`config.mk`:
```
export PLATFORM = sky130hd
export DESIGN_NAME = laser_gun_controller
export DESIGN_NICKNAME = d
export VERILOG_FILES = /design/src/rtl/laser_gun_pkg.sv /design/src/rtl/btn_debounce.sv /design/src/rtl/laser_gun_controller.sv
export SDC_FILE = /design/constraint.sdc
export NUM_CORES = 1
export LEC_CHECK = 0
export CAP_MARGIN = 20
export CORE_MARGIN = 1.5
export CORE_UTILIZATION = 45
export DETAILED_ROUTE_END_ITERATION = 7
export PLACE_DENSITY_LB_ADDON = 0.2
export SLEW_MARGIN = 5
export SYNTH_ARGS = -nofsm -noshare
export SYNTH_HDL_FRONTEND = slang
export SYNTH_HIERARCHICAL = 1
export SYNTH_SLANG_ARGS = --single-unit
```
`constraint.sdc`:
```
create_clock -name clk -period 3.19 [get_ports clk]
set_input_delay 0.638 -clock clk [delete_from_list [all_inputs] [get_ports clk]]
set_output_delay 0.638 -clock clk [all_outputs]
set_load 0.02 [all_outputs]
```
`src/rtl/laser_gun_pkg.sv`:
```
// Shared types and constants for the laser gun controller.
//   state_t : 2-bit FSM state encoding (IDLE, FIRE, COOLDOWN, RELOAD)
//   AMMO_W  : width of the ammo counter (magazine sizes 1..15)
//   max3    : helper used to size the shared state timer
package laser_gun_pkg;

  typedef enum logic [1:0] {
    IDLE     = 2'd0,
    FIRE     = 2'd1,
    COOLDOWN = 2'd2,
    RELOAD   = 2'd3
  } state_t;

  localparam int AMMO_W = 4;

  function automatic int max3(input int a, input int b, input int c);
    int m;
    m = (a > b) ? a : b;
    return (m > c) ? m : c;
  endfunction

endpackage

```
`src/rtl/btn_debounce.sv`:
```
// Button conditioner: 2-FF synchronizer, stability counter, debounced level
// and a one-cycle rising-edge pulse.
//   clk, rst_n : system clock, asynchronous active-low reset
//   btn        : raw asynchronous button input (active-high)
//   level      : debounced level, changes after DEBOUNCE_CYCLES equal samples
//   rise       : one-cycle pulse in the first cycle level reads high
// After reset the block is disarmed: it first has to see the button stably
// released for DEBOUNCE_CYCLES samples, so a button held through reset never
// produces a rise until it is released and pressed again.
module btn_debounce #(
  parameter int DEBOUNCE_CYCLES = 50000
) (
  input  logic clk,
  input  logic rst_n,
  input  logic btn,
  output logic level,
  output logic rise
);

  localparam int CW = (DEBOUNCE_CYCLES > 1) ? $clog2(DEBOUNCE_CYCLES) : 1;
  localparam logic [CW-1:0] LAST = CW'(DEBOUNCE_CYCLES - 1);

  logic          meta;
  logic          sync;
  logic          armed;
  logic [CW-1:0] cnt;
  logic          differ;

  // Disarmed: count released samples. Armed: count samples that disagree
  // with the current debounced level.
  assign differ = armed ? (sync != level) : ~sync;

  always_ff @(posedge clk or negedge rst_n) begin
    if (!rst_n) begin
      meta  <= 1'b0;
      sync  <= 1'b0;
      armed <= 1'b0;
      cnt   <= '0;
      level <= 1'b0;
      rise  <= 1'b0;
    end else begin
      meta <= btn;
      sync <= meta;
      rise <= 1'b0;
      if (!differ) begin
        cnt <= '0;
      end else if (cnt == LAST) begin
        cnt <= '0;
        if (armed) begin
          level <= sync;
          rise  <= sync;
        end else begin
          armed <= 1'b1;
        end
      end else begin
        cnt <= cnt + 1'b1;
      end
    end
  end

endmodule

```
`src/rtl/laser_gun_controller.sv`:
```
// Laser gun controller: debounced trigger/reload buttons drive a four-state
// FSM (IDLE, FIRE, COOLDOWN, RELOAD) timed by one shared down-counter.
//   clk, rst_n  : system clock, asynchronous active-low reset
//   trigger_btn : raw trigger button (active-high)
//   reload_btn  : raw reload button (active-high)
//   laser_on    : registered laser drive, high only in FIRE
//   shot_fired  : one-cycle pulse on the first laser_on cycle of a shot
//   ammo        : rounds remaining
//   empty       : ammo == 0
//   busy        : FSM is not in IDLE
// Build option LASER_GUN_AUTOFIRE_EN: a trigger still held when COOLDOWN
// ends fires again immediately (if ammo remains). Default: one shot per press.
module laser_gun_controller
  import laser_gun_pkg::*;
#(
  parameter int DEBOUNCE_CYCLES = 50000,
  parameter int PULSE_CYCLES    = 500000,
  parameter int COOLDOWN_CYCLES = 2500000,
  parameter int RELOAD_CYCLES   = 10000000,
  parameter int MAG_SIZE        = 6
) (
  input  logic              clk,
  input  logic              rst_n,
  input  logic              trigger_btn,
  input  logic              reload_btn,
  output logic              laser_on,
  output logic              shot_fired,
  output logic [AMMO_W-1:0] ammo,
  output logic              empty,
  output logic              busy
);

  localparam int MAX_CYC = max3(PULSE_CYCLES, COOLDOWN_CYCLES, RELOAD_CYCLES);
  localparam int CNT_W   = (MAX_CYC > 1) ? $clog2(MAX_CYC) : 1;

  // Counter holds N-1 on state entry and leaves the state when it hits 0.
  localparam logic [CNT_W-1:0]  PULSE_LOAD  = CNT_W'(PULSE_CYCLES - 1);
  localparam logic [CNT_W-1:0]  COOL_LOAD   = CNT_W'(COOLDOWN_CYCLES - 1);
  localparam logic [CNT_W-1:0]  RELOAD_LOAD = CNT_W'(RELOAD_CYCLES - 1);
  localparam logic [AMMO_W-1:0] MAG_FULL    = AMMO_W'(MAG_SIZE);

  logic trig_level, trig_rise;
  logic reload_level, reload_rise;
  logic unused_levels;

  btn_debounce #(.DEBOUNCE_CYCLES(DEBOUNCE_CYCLES)) u_trig_db (
    .clk   (clk),
    .rst_n (rst_n),
    .btn   (trigger_btn),
    .level (trig_level),
    .rise  (trig_rise)
  );

  btn_debounce #(.DEBOUNCE_CYCLES(DEBOUNCE_CYCLES)) u_reload_db (
    .clk   (clk),
    .rst_n (rst_n),
    .btn   (reload_btn),
    .level (reload_level),
    .rise  (reload_rise)
  );

  // The reload level is never needed; the trigger level only with autofire.
  assign unused_levels = trig_level ^ reload_level;

  state_t             state, state_next;
  logic [CNT_W-1:0]   cnt, cnt_next;
  logic [AMMO_W-1:0]  ammo_next;
  logic               fire_start;
  logic               laser_d;

  // State register (also carries timer, ammo and the registered outputs).
  always_ff @(posedge clk or negedge rst_n) begin
    if (!rst_n) begin
      state      <= IDLE;
      cnt        <= '0;
      ammo       <= MAG_FULL;
      laser_on   <= 1'b0;
      shot_fired <= 1'b0;
    end else begin
      state      <= state_next;
      cnt        <= cnt_next;
      ammo       <= ammo_next;
      laser_on   <= laser_d;
      shot_fired <= fire_start;
    end
  end

  // Next-state logic. Edges outside IDLE are simply not looked at, so they
  // are dropped rather than queued.
  always_comb begin
    state_next = state;
    cnt_next   = cnt;
    ammo_next  = ammo;
    fire_start = 1'b0;
    case (state)
      IDLE: begin
        if (trig_rise && (ammo != '0)) begin
          fire_start = 1'b1;
        end else if (reload_rise && (ammo != MAG_FULL)) begin
          state_next = RELOAD;
          cnt_next   = RELOAD_LOAD;
        end
      end
      FIRE: begin
        if (cnt == '0) begin
          state_next = COOLDOWN;
          cnt_next   = COOL_LOAD;
        end else begin
          cnt_next = cnt - 1'b1;
        end
      end
      COOLDOWN: begin
        if (cnt == '0) begin
          state_next = IDLE;
          cnt_next   = '0;
`ifdef LASER_GUN_AUTOFIRE_EN
          if (trig_level && (ammo != '0)) begin
            fire_start = 1'b1;
          end
`endif
        end else begin
          cnt_next = cnt - 1'b1;
        end
      end
      RELOAD: begin
        if (cnt == '0) begin
          state_next = IDLE;
          cnt_next   = '0;
          ammo_next  = MAG_FULL;
        end else begin
          cnt_next = cnt - 1'b1;
        end
      end
      default: begin
        state_next = IDLE;
        cnt_next   = '0;
      end
    endcase
    if (fire_start) begin
      state_next = FIRE;
      cnt_next   = PULSE_LOAD;
      ammo_next  = ammo - 1'b1;
    end
  end

  // Output logic: laser_on is registered from the next state so it is high
  // exactly in FIRE cycles and clears asynchronously with reset.
  always_comb begin
    laser_d = (state_next == FIRE);
    busy    = (state != IDLE);
    empty   = (ammo == '0);
  end

endmodule

```
Fig. 1: run 1, pin placement
Scale: 4 px per um. Pins as bars across the die edge, other pins in grey.
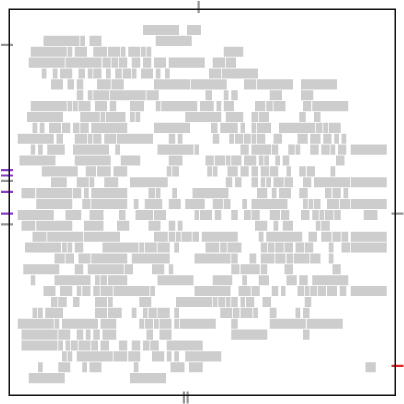
colour	port	pins	direction	edge
red	`rst_n`	1	input	east
purple	`ammo`	4	output	west

Fig. 2: run 1, clock nets
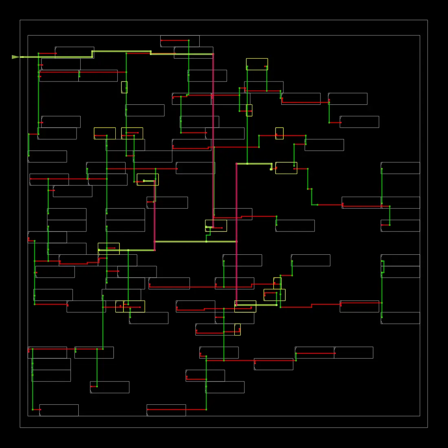
Num CTS Buffers: 9
Clock net power: 0.639 mW
seq_cells: 74

Fig. 3: run 1, metal layers overlaid
Scale: 3 px per um. Two of the layers only.
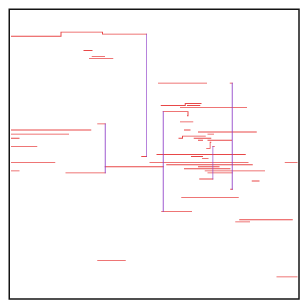
colour	layer	wire length
red	met3	517 um
purple	met4	137 um

==> results_dict.tcl, run 1 <==
# implementation run metrics
set metrics [dict create \
    final_cell_mix "dfrtp_1 (72), nor2_1 (54), xnor2_1 (28)" \
    timing.hold.ws_ps 353 \
    drc_errors 0 \
    syn_inst 413 \
    critPathMaxStageDelay_ps 600 \
    gr-total-overflow 0 \
    die_h_um 96.1 \
    path_common_cell "inv_1" \
    post-route-period-util_pct 89.4 \
    slew-limit-headroom_pct 37.7 \
    seqPwrFrac_pct 58.4 \
    drt_wl_total_mm 8.56 \
    rsz0062_at_grt "no" \
    fin_cells 542 \
    clkCellAreaFrac_pct 3.81 \
    synth.avg_cell_area_um2 9.45 \
    p_sw_share_pct 23.0 \
    period_needed_ps 2850 \
    path_buffers 3 \
    finalMaxSlewViolations 0 \
    inv_count 25 \
    lay_top_count "dfrtp_1" \
    fillers 765 \
    htreeDepth 3 \
    critPathRequiredTime_ps 2550 \
    start_kind "register" \
    fin_util_pct 51.8 \
    clockBufferDepth 2 \
    grt_antenna_before_repair 0 \
    run_status "completed" \
    intPower_mw 1.26 \
    coreArea_um2 8300 \
    grtUsageTotal_pct 20.8 \
    cts-root-buf "clkbuf_8" \
    num_io_pins 12 \
    rr_endpoint "cnt[12]" \
    ff2ff_setup_slack_ps 600 \
]
==> run 1: worst max path at each step <==
stage	start	endpoint	slack, ps	depth (start not counted)
2_1_floorplan	cnt[4]	cnt[21]	920	6
3_3_place_gp	ammo[0]	cnt[12]	700	8
3_5_place_dp	ammo[0]	cnt[12]	620	8
4_1_cts	ammo[0]	empty	300	5
5_1_grt	ammo[0]	empty	260	5
6_report	ammo[0]	empty	340	5
==> run 1: synth_stat cells (all sizes together) (3+ instances only) <==
cell type / number / area [um^2]
nor4bb: 5 / 50.1
o31ai: 5 / 37.5
nand2b: 3 / 18.8
nor4: 17 / 106
nand2: 23 / 86.3
xnor2: 28 / 245
nor2: 54 / 203
a2bb2oi: 3 / 26.3
nor2b: 3 / 18.8
or2: 3 / 18.8
o211a: 3 / 30.0
or4: 3 / 26.3
dfrtp: 72 / 1800
o22ai: 5 / 31.3
clkbuf: 5 / 18.8
o21ai: 19 / 95.1
nor4b: 4 / 35.0
nand3: 20 / 110
or3: 4 / 25.0
ha: 6 / 75.1
inv: 25 / 93.8
a41oi: 4 / 35.0
a31oi: 9 / 56.3
buf: 6 / 47.5
a21oi: 16 / 80.1
nand4: 11 / 68.8
nor3: 17 / 90.1
and4: 3 / 31.3
xor2: 4 / 35.0
and3: 6 / 37.5
==> run 1: kinds of logic (layout without fill, tap and decap cells) <==
kind of cell	after synthesis	after routing	synth area share, %
xor gates and xnor gates	32	32	7.18
muxes	3	3	0.834
and+or+nand+nor	182	182	25.0
AOI/OAI and AO/OA	80	80	13.5
DFF	74	74	47.5
buffers and inverters	36	60	4.11
adders and majority gates	6	6	1.92
==> run 1: routing by layer <==
metal	global-route usage, %	up-vias	wire [um]
met2	30.8	84	3790
met5	0	-	0
met1	29.2	1542	4110
met4	8.33	0	136
met3	4.98	13	517
li1	-	1543	-
==> run 1 -> run 2 <==
- CORE_MARGIN: 1.5 -> unset
Fig. 4: run 2, clock nets
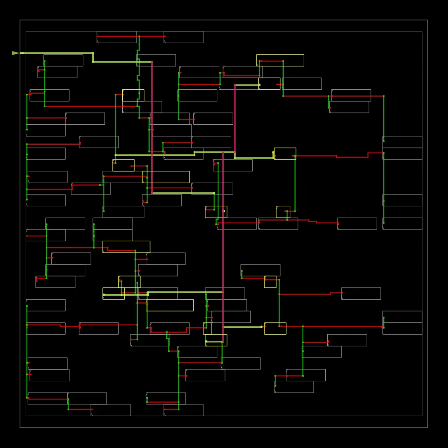
Clock net power: 0.957 mW
Sink Count: 74
clk latency late pin: 350 ps
Final Skew: 10.1 ps
clock buffer count: 9

==> results_dict.tcl, run 2 <==
# implementation run metrics
set metrics [dict create \
    run_status "completed" \
    htreeDepth 3 \
    final_cell_mix "dfrtp_1 (72), nor2_1 (54), xnor2_1 (28)" \
    coreArea_um2 8300 \
    critPathMaxStageDelay_ps 600 \
    adder_share_pct 1.92 \
    drt_wl_total_mm 8.63 \
    synth_top_area_share_pct 46.2 \
    synth.avg_cell_area_um2 9.45 \
    syn_inst 413 \
    drc_errors 0 \
    critPathRequiredTime_ps 2550 \
    top_area_cell "dfrtp_1" \
    num_io_pins 12 \
    slew-limit-headroom_pct 32.4 \
    grt_antenna_before_repair 0 \
    start_kind "register" \
    die_h_um 95.1 \
    met2_usage_pct 32.0 \
    period_needed_ps 2850 \
    cts_buffers 9 \
    synthAoiAreaFrac_pct 13.5 \
    ys_sh_simple_pct 25.0 \
    ff2ff_setup_slack_ps 640 \
    lay_top_count "dfrtp_1" \
    ys_sh_mux_pct 0.834 \
    clockBufferDepth 2 \
    xor_share_pct 7.18 \
    busiest_layer "met2" \
    netlist_logic_family_top "simple AND/OR/NAND/NOR gates" \
    topCellsByArea "dfrtp_1 (46%), xnor2_1 (6.3%), nor2_1 (5.2%)" \
    common_cells "dfrtp_1 (72), nor2_1 (54), xnor2_1 (28)" \
    post-route-period-util_pct 89.3 \
    top_cell "dfrtp_1" \
]
Fig. 5: run 2, metal layers overlaid
Scale: 3 px per um. Two of the layers only.
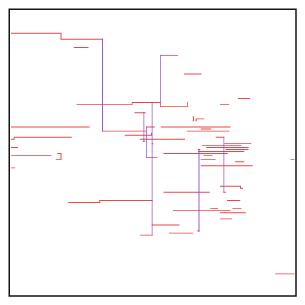
colour	layer	wire length
purple	met4	156 um
red	met3	486 um

run 2: final cells by class:
cell class                      count  area, um^2
Fill cell                         760        3910
Clock inverter                      7         141
Tap cell                          105         131
Inverter                           25        93.8
Multi-Input combinational cell    303        1890
Sequential cell                    74        1850
Clock buffer                        9         124
Timing Repair Buffer               18         160
run 2: power breakdown:
part	internal, mW	total (mW)	switching [mW]
Combinational	0.0102	0.0402	0.0301
Sequential	0.946	0.953	0.00736
Clock	0.598	0.957	0.358
run 2: final timing paths:
path | start | to | cells past startpoint
max | ammo[0] | empty | 5
min | u_trig_db/meta | u_trig_db/sync | 0
max reg2reg | ammo[0] | cnt[19] | 8
min reg2reg | u_trig_db/meta | u_trig_db/sync | 0
max in group asynchronous | rst_n | u_reload_db/rise | 1
min in group asynchronous | rst_n | cnt[20] | 1
run 2: layer usage:
| metal | vias up | wire [um] |
|---|---|---|
| met1 | 1516 | 4090 |
| met5 | - | 0 |
| li1 | 1537 | - |
| met4 | 0 | 155 |
| met2 | 89 | 3890 |
| met3 | 17 | 485 |
run 2: cells by family (layout without fill, tap and decap cells):
| group | count (synthesis) | in the layout |
|---|---|---|
| AND-OR/OR-AND | 80 | 80 |
| XOR/XNOR | 32 | 32 |
| adder cells (fa/ha/maj) | 6 | 6 |
| buffers and inverters | 36 | 59 |
| flip-flops | 74 | 74 |
| multiplexers | 3 | 3 |
| AND/OR/NAND/NOR | 182 | 182 |
run 2: metrics by stage:
stage / cells / setup WS, ps / hold WS, ps / util (%) / total power [mW]
floorplan: 413 / 920 / 331 / - / 0.992
global placement: 525 / 715 / 334 / 49.7 / 1.01
detailed placement: 525 / 659 / 340 / 49.7 / 1.01
CTS: 541 / 299 / 358 / 52.9 / 1.98
global route: 541 / 229 / 358 / 52.9 / 2.02
finish: 541 / 340 / 354 / 52.9 / 1.95
==> run 2 -> run 3 <==
- CELL_PAD_IN_SITES_DETAIL_PLACEMENT: unset -> 0
- CELL_PAD_IN_SITES_GLOBAL_PLACEMENT: unset -> 1
- RECOVER_POWER: unset -> 25
Fig. 6: run 3, clock nets
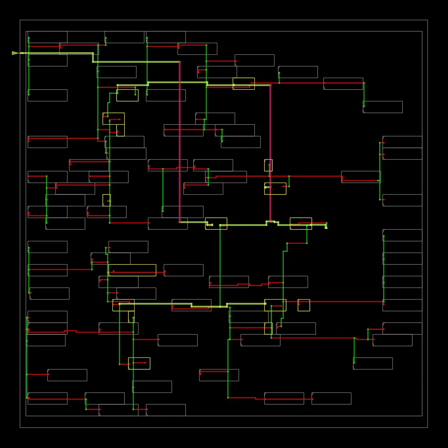
Clock net power: 0.718 mW
Final Skew: 10.6 ps
clock buffer count: 10

==> results_dict.tcl, run 3 <==
# implementation run metrics
set metrics [dict create \
    final_cell_mix "dfrtp_1 (72), nor2_1 (54), xnor2_1 (28)" \
    cts_buffers 9 \
    p_clk_share_pct 42.0 \
    finalMaxSlewViolations 75 \
    r2r_cells 8 \
    clockBufferDepth 2 \
    run_status "complete, but fails checks" \
    coreArea_um2 8300 \
    fin_util_pct 51.9 \
    rr_endpoint "cnt[19]" \
    ff2ff_setup_slack_ps 630 \
    top_cell "dfrtp_1" \
    dp_slack_ps 681 \
    synth.avg_cell_area_um2 9.45 \
    syn_inst 413 \
    hold_depth 0 \
    violations "capacitance limit, slew limit" \
    maxCapViolations 1 \
    clock.latency.late_pin_ps 350 \
    timing.hold.ws_ps 354 \
    p_sw_mw 0.399 \
    synth_top_area_share_pct 46.2 \
    min_to "u_reload_db/sync" \
    drt_wl_total_mm 8.69 \
    grt_antenna_before_repair 0 \
    clock-sinks 74 \
    fillers 800 \
    hp-start "u_reload_db/meta" \
    seqPwrFrac_pct 55.7 \
    common_cells "dfrtp_1 (72), nor2_1 (54), xnor2_1 (28)" \
    die_h_um 95.1 \
    combPwrFrac_pct 2.3 \
    htreeDepth 3 \
    num_io_pins 12 \
    critPathRequiredTime_ps 2550 \
    regToRegStartpoint "ammo[0]" \
    start_kind "register" \
    post-route-period-util_pct 90.1 \
    period_needed_ps 2870 \
    fin_cells 541 \
    power_mw 1.71 \
]
Fig. 7: run 3, logic cells by family
Scale: 4 px per um.
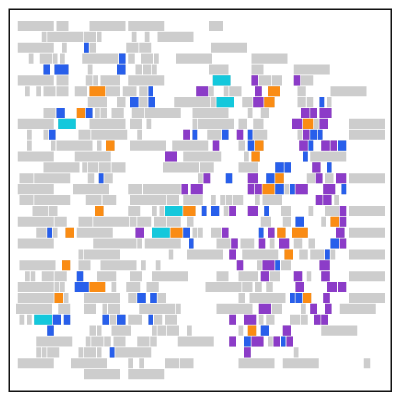
colour	family	cells
orange	AND and OR gates	23
cyan	adder and majority cells	6
purple	inverting AOI/OAI gates	67
blue	NAND gates	57

run 3: worst max path at each step:
stage,slack (ps),end,cells past startpoint
after CTS,280,empty,5
after detailed placement,680,empty,5
final,320,empty,5
after global routing,220,empty,5
after global placement,720,empty,5
after floorplan,920,cnt[21],6
run 3: logic make-up after synthesis:
logic type | Yosys count | share of synthesized area (%)
and+or+nand+nor | 182 | 25.0
AOI/OAI and AO/OA | 80 | 13.5
DFF | 74 | 47.5
buffers and inverters | 36 | 4.11
xor gates and xnor gates | 32 | 7.18
adders and majority gates | 6 | 1.92
muxes | 3 | 0.834
run 3: layout make-up:
| class | count | area, um^2 | share of cell area (%) |
|---|---|---|---|
| multi-input combinational | 303 | 1890 | 43.8 |
| timing repair buffer | 18 | 158 | 3.66 |
| tap | 105 | 131 | 3.05 |
| clock buffer | 10 | 128 | 2.96 |
| inverter | 25 | 93.8 | 2.18 |
| clock inverter | 6 | 57.6 | 1.34 |
| sequential | 74 | 1850 | 43.0 |
run 3: power by group through the flow:
stage | Sequential (mW) | Combinational, mW | Clock, mW
after CTS | 0.953 | 0.0427 | 0.738
after global placement | 0.971 | 0.0418 | 0
after floorplan | 0.971 | 0.0210 | 0
final | 0.953 | 0.0396 | 0.718
after detailed placement | 0.972 | 0.0426 | 0
after global routing | 0.955 | 0.0478 | 0.780
run 3: worst reg2reg max path: stages, from the launching register on:
cell,delay [ps]
dfrtp_1,420
inv_1,100
ha_1,190
or3b_2,480
nand3_1,250
inv_1,170
nor2_1,400
a21oi_1,230
o21ai_0,230
run 3: per-layer routing:
metal,share of wire (%),global-route usage [%],vias up
met4,1.3,7.32,0
met1,49,28.8,1486
met5,0,0,-
met3,5.5,6.38,10
li1,-,-,1532
met2,44,32.5,58
Power and IR drop assume default switching activity.
